$ cat src/rtl/wts_pkg.sv
// Shared definitions for the wave table sound channel sequencer.
// Holds the index-width helper and the channel count ceiling.
package wts_pkg;

    localparam int MAX_CHANNELS = 16;

    // Slot index width: clog2 of the channel count, never below one bit.
    function automatic int ch_width(input int n);
        return (n > 1) ? $clog2(n) : 1;
    endfunction

endpackage

$ cat src/rtl/wts_slot_mux.sv
// Combinational N:1 channel sample select by slot index.
// Indices past the last channel read as zero.
module wts_slot_mux
    import wts_pkg::*;
#(
    parameter int bits     = 8,
    parameter int channels = 5
) (
    input  logic [channels*bits-1:0]       reg_flat,
    input  logic [ch_width(channels)-1:0]  idx,
    output logic [bits-1:0]                sample
);

    // Scan all slots; only an in-range match drives a non-zero sample.
    always_comb begin
        sample = '0;
        for (int k = 0; k < channels; k++) begin
            if (int'(idx) == k) begin
                sample = reg_flat[k*bits +: bits];
            end
        end
    end

endmodule

$ cat src/rtl/wts_channel_sequencer.sv
// Time-slot channel sequencer: steps through slots, gates mutes,
// registers the selected sample and accumulates one frame mix.
module wts_channel_sequencer
    import wts_pkg::*;
#(
    parameter int bits     = 8,
    parameter int channels = 5
) (
    input  logic                                clk,
    input  logic                                nreset,
    input  logic                                enable,
    input  logic                                restart,
    input  logic [channels-1:0]                 mute,
    input  logic [channels*bits-1:0]            reg_flat,
    output logic [ch_width(channels)-1:0]       active,
    output logic [bits-1:0]                     result,
    output logic                                result_valid,
    output logic                                frame_end,
    output logic [bits+ch_width(channels)-1:0]  mix,
    output logic                                mix_valid
);

    localparam int ch_w = ch_width(channels);
    localparam int mw   = bits + ch_w;

    localparam logic [ch_w-1:0] LAST = ch_w'(channels - 1);
    localparam logic [ch_w-1:0] ONE  = ch_w'(1);

    logic [ch_w-1:0] r_active;
    logic [bits-1:0] r_result;
    logic            r_result_valid;
    logic            r_frame_end;
    logic [mw-1:0]   r_mix;
    logic            r_mix_valid;
    logic [mw-1:0]   r_acc;

    logic [bits-1:0] w_sample;
    logic            w_mute_bit;
    logic [bits-1:0] w_sel;
    logic [mw-1:0]   w_acc_base;
    logic [mw-1:0]   w_acc_next;
    logic            w_last;

    wts_slot_mux #(
        .bits     (bits),
        .channels (channels)
    ) u_mux (
        .reg_flat (reg_flat),
        .idx      (r_active),
        .sample   (w_sample)
    );

    // Mute bit of the current slot; out-of-range slots read unmuted.
    always_comb begin
        w_mute_bit = 1'b0;
        for (int k = 0; k < channels; k++) begin
            if (int'(r_active) == k) begin
                w_mute_bit = mute[k];
            end
        end
    end

    // Gate the sample and form the running sum; slot 0 starts fresh.
    always_comb begin
        w_sel      = w_mute_bit ? '0 : w_sample;
        w_acc_base = (r_active == '0) ? '0 : r_acc;
        w_acc_next = w_acc_base + {{ch_w{w_sel[bits-1]}}, w_sel};
        w_last     = (r_active == LAST);
    end

    // Slot counter, output registers and accumulator update.
    always_ff @(posedge clk) begin
        if (!nreset) begin
            r_active       <= '0;
            r_result       <= '0;
            r_result_valid <= 1'b0;
            r_frame_end    <= 1'b0;
            r_mix          <= '0;
            r_mix_valid    <= 1'b0;
            r_acc          <= '0;
        end else begin
            r_result_valid <= 1'b0;
            r_frame_end    <= 1'b0;
            r_mix_valid    <= 1'b0;
            if (restart) begin
                r_active <= '0;
                r_acc    <= '0;
            end else if (enable) begin
                r_result       <= w_sel;
                r_result_valid <= 1'b1;
                r_acc          <= w_acc_next;
                if (w_last) begin
                    r_mix       <= w_acc_next;
                    r_mix_valid <= 1'b1;
                    r_frame_end <= 1'b1;
                    r_active    <= '0;
                end else begin
                    r_active <= r_active + ONE;
                end
            end
        end
    end

    assign active       = r_active;
    assign result       = r_result;
    assign result_valid = r_result_valid;
    assign frame_end    = r_frame_end;
    assign mix          = r_mix;
    assign mix_valid    = r_mix_valid;

endmodule
$ cat config.mk
export PLATFORM = sky130hd
export DESIGN_NAME = wts_channel_sequencer
export DESIGN_NICKNAME = d
export VERILOG_FILES = /design/src/rtl/wts_pkg.sv /design/src/rtl/wts_slot_mux.sv /design/src/rtl/wts_channel_sequencer.sv
export SDC_FILE = /design/constraint.sdc
export NUM_CORES = 1
export LEC_CHECK = 0
export ABC_AREA = 1
export CAP_MARGIN = 20
export CORE_MARGIN = 2
export CORE_UTILIZATION = 40
export DETAILED_ROUTE_END_ITERATION = 6
export PLACE_DENSITY = 0.8
export REMOVE_ABC_BUFFERS = 1
export SETUP_SLACK_MARGIN = 0.15
export SYNTH_ARGS = -nofsm -noshare
export SYNTH_HDL_FRONTEND = slang
export SYNTH_SLANG_ARGS = --single-unit
$ cat constraint.sdc
create_clock -name clk -period 4.54 [get_ports clk]
set_input_delay 0.908 -clock clk [delete_from_list [all_inputs] [get_ports clk]]
set_output_delay 0.908 -clock clk [all_outputs]
set_load 0.02 [all_outputs]
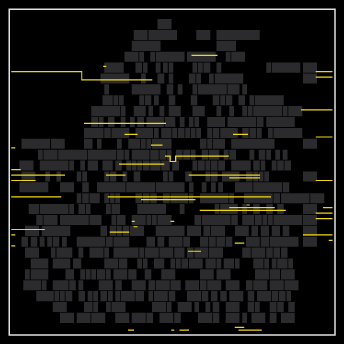
Fig. 1. The metal 3 layer.
Drawn at 4 px/µm.
nets with wire on the layer: 36
share of all routed wire: 5.3%
longest straight run: 40.5 µm
wire length on this layer: 324 µm
M3 GR Usage: 4.22%
final WL: 6180 µm

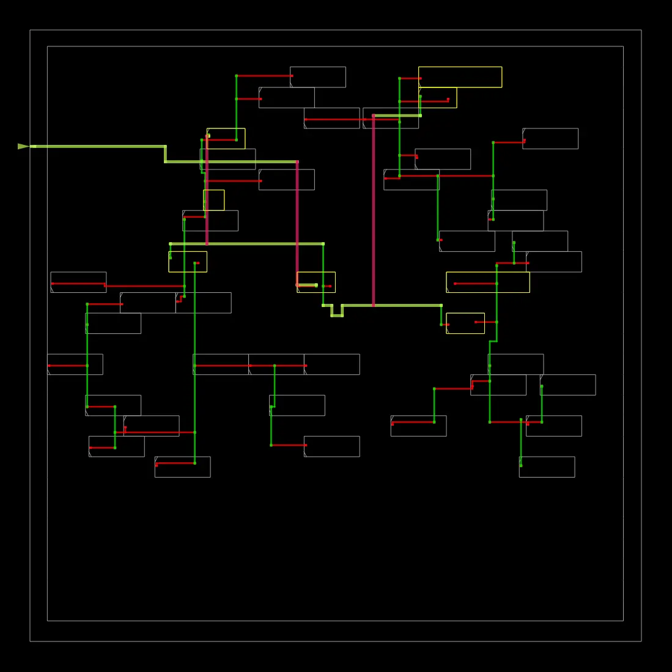
Fig. 2. The clock network.
flip-flops: 35
Clock Skew: 8.44 ps
Clock group: 0.340 mW
clock sink count: 35

==> GITHUB_STEP_SUMMARY <==
## Synthesis and layout report

| Metric | Value |
|---|---|
| Status | finished clean |
| Tap Cells | 75 |
| Commonest Layout Cell | clkdlybuf4s50_1 |
| Combinational share of cell area | 42.1% |
| Vias in the first global route | 2312 |
| Post-CTS Setup Inserts | 0 |
| Dpl hpwl | 4830 µm |
| Ys async rst share | 0% |
| Buffer share of cell area | 22.5% |
| Post-cts hold buffer count | 0 |
| Xor/xnor share | 2.58% |
| Yosys reg bits | 35 |
| Area share, top type | 29.5% |
| Highest fanout seen on the critical path | 19 |
| Metal1 wirelength | 2690 µm |
| Die Height | 81.1 µm |
| GRT overflow | 0 |
| WL met3 | 324 µm |
| Cells after synthesis | 355 |
| Flop share of the area | 21.3% |
| Routed wire per std cell | 12.4 µm |
| HP Start | r_acc[0] |
| Gpl congestion | 0.863 |
| Log Warnings | 28 |
| PD cells | 254 mW/mm² |
| Crit path launch | active[0] |
| Top class by area | multi-input combinational cells |
| Initial antenna violation count | 0 |
| #MultiIn Comb | 246 |
| Met2 global-route usage | 34.9% |
| Seq. pwr | 0.321 mW |
| Yosys aoi share | 18.5% |
| Crit. End Element | flop |
| Crit-path cells | inv_1, ha_1, inv_1, nor2_4, nand3_1, nand3_1, o21ai_0, o211ai_1, nand3_1, inv_1, ha_1, a21oi_1, o21ai_0, a21oi_1, nor2_1, nor2_1, xor2_1, o21ai_0, inv_1 |
| RSZ-0062 raised after global routing | no |
| Post-synth top cells | inv_1 (57), nand2_1 (45), nor2_1 (37) |
| Largest family of logic cells by area | simple AND/OR/NAND/NOR gates |
| Pre-antenna DRT Iters | 5 |
| Inverters | 61 |
| Final design utilization | 56.5% |
| Via Count | 2448 |
| First-pass GRT wire length | 10400 µm |
| DRC viols | 0 |
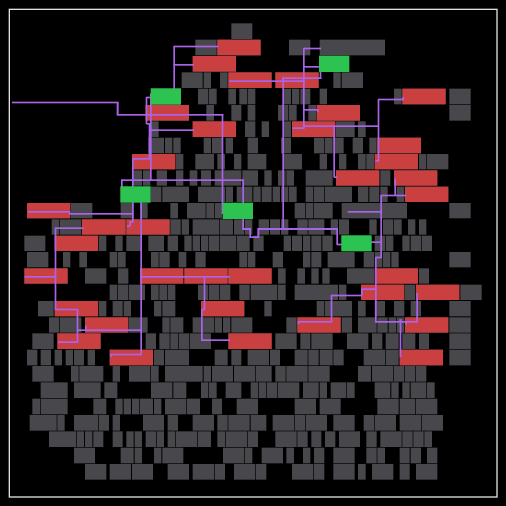
Fig. 3. Clock distribution.
Drawn at 6 px/µm.
[purple] clock wires | length: 495 µm
[green] clock drivers | count: 5
[red] flip-flops | count: 35
routed clock nets: 6
worst skew pair latency: 300 ps
Clk pwr share: 40.8%

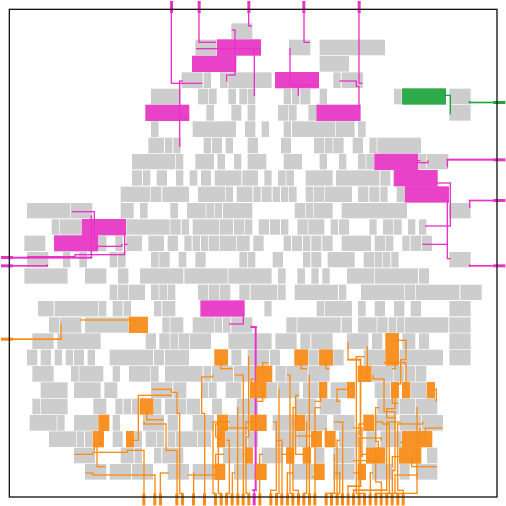
Fig. 4. Wires at chosen ports, followed through buffers.
Drawn at 6 px/µm.
[green] frame_end | bits: 1 | direction: output | end cells: 1 | buffers: 1 | wire: 8.70 µm
[magenta] mix | bits: 11 | direction: output | end cells: 11 | buffers: 11 | wire: 250 µm
[orange] reg_flat | bits: 40 | direction: input | end cells: 40 | buffers: 40 | wire: 770 µm
Port Buf Inserts: 73
IO Pins: 74

No activity file was given, so power comes from the tool's default toggle rates.
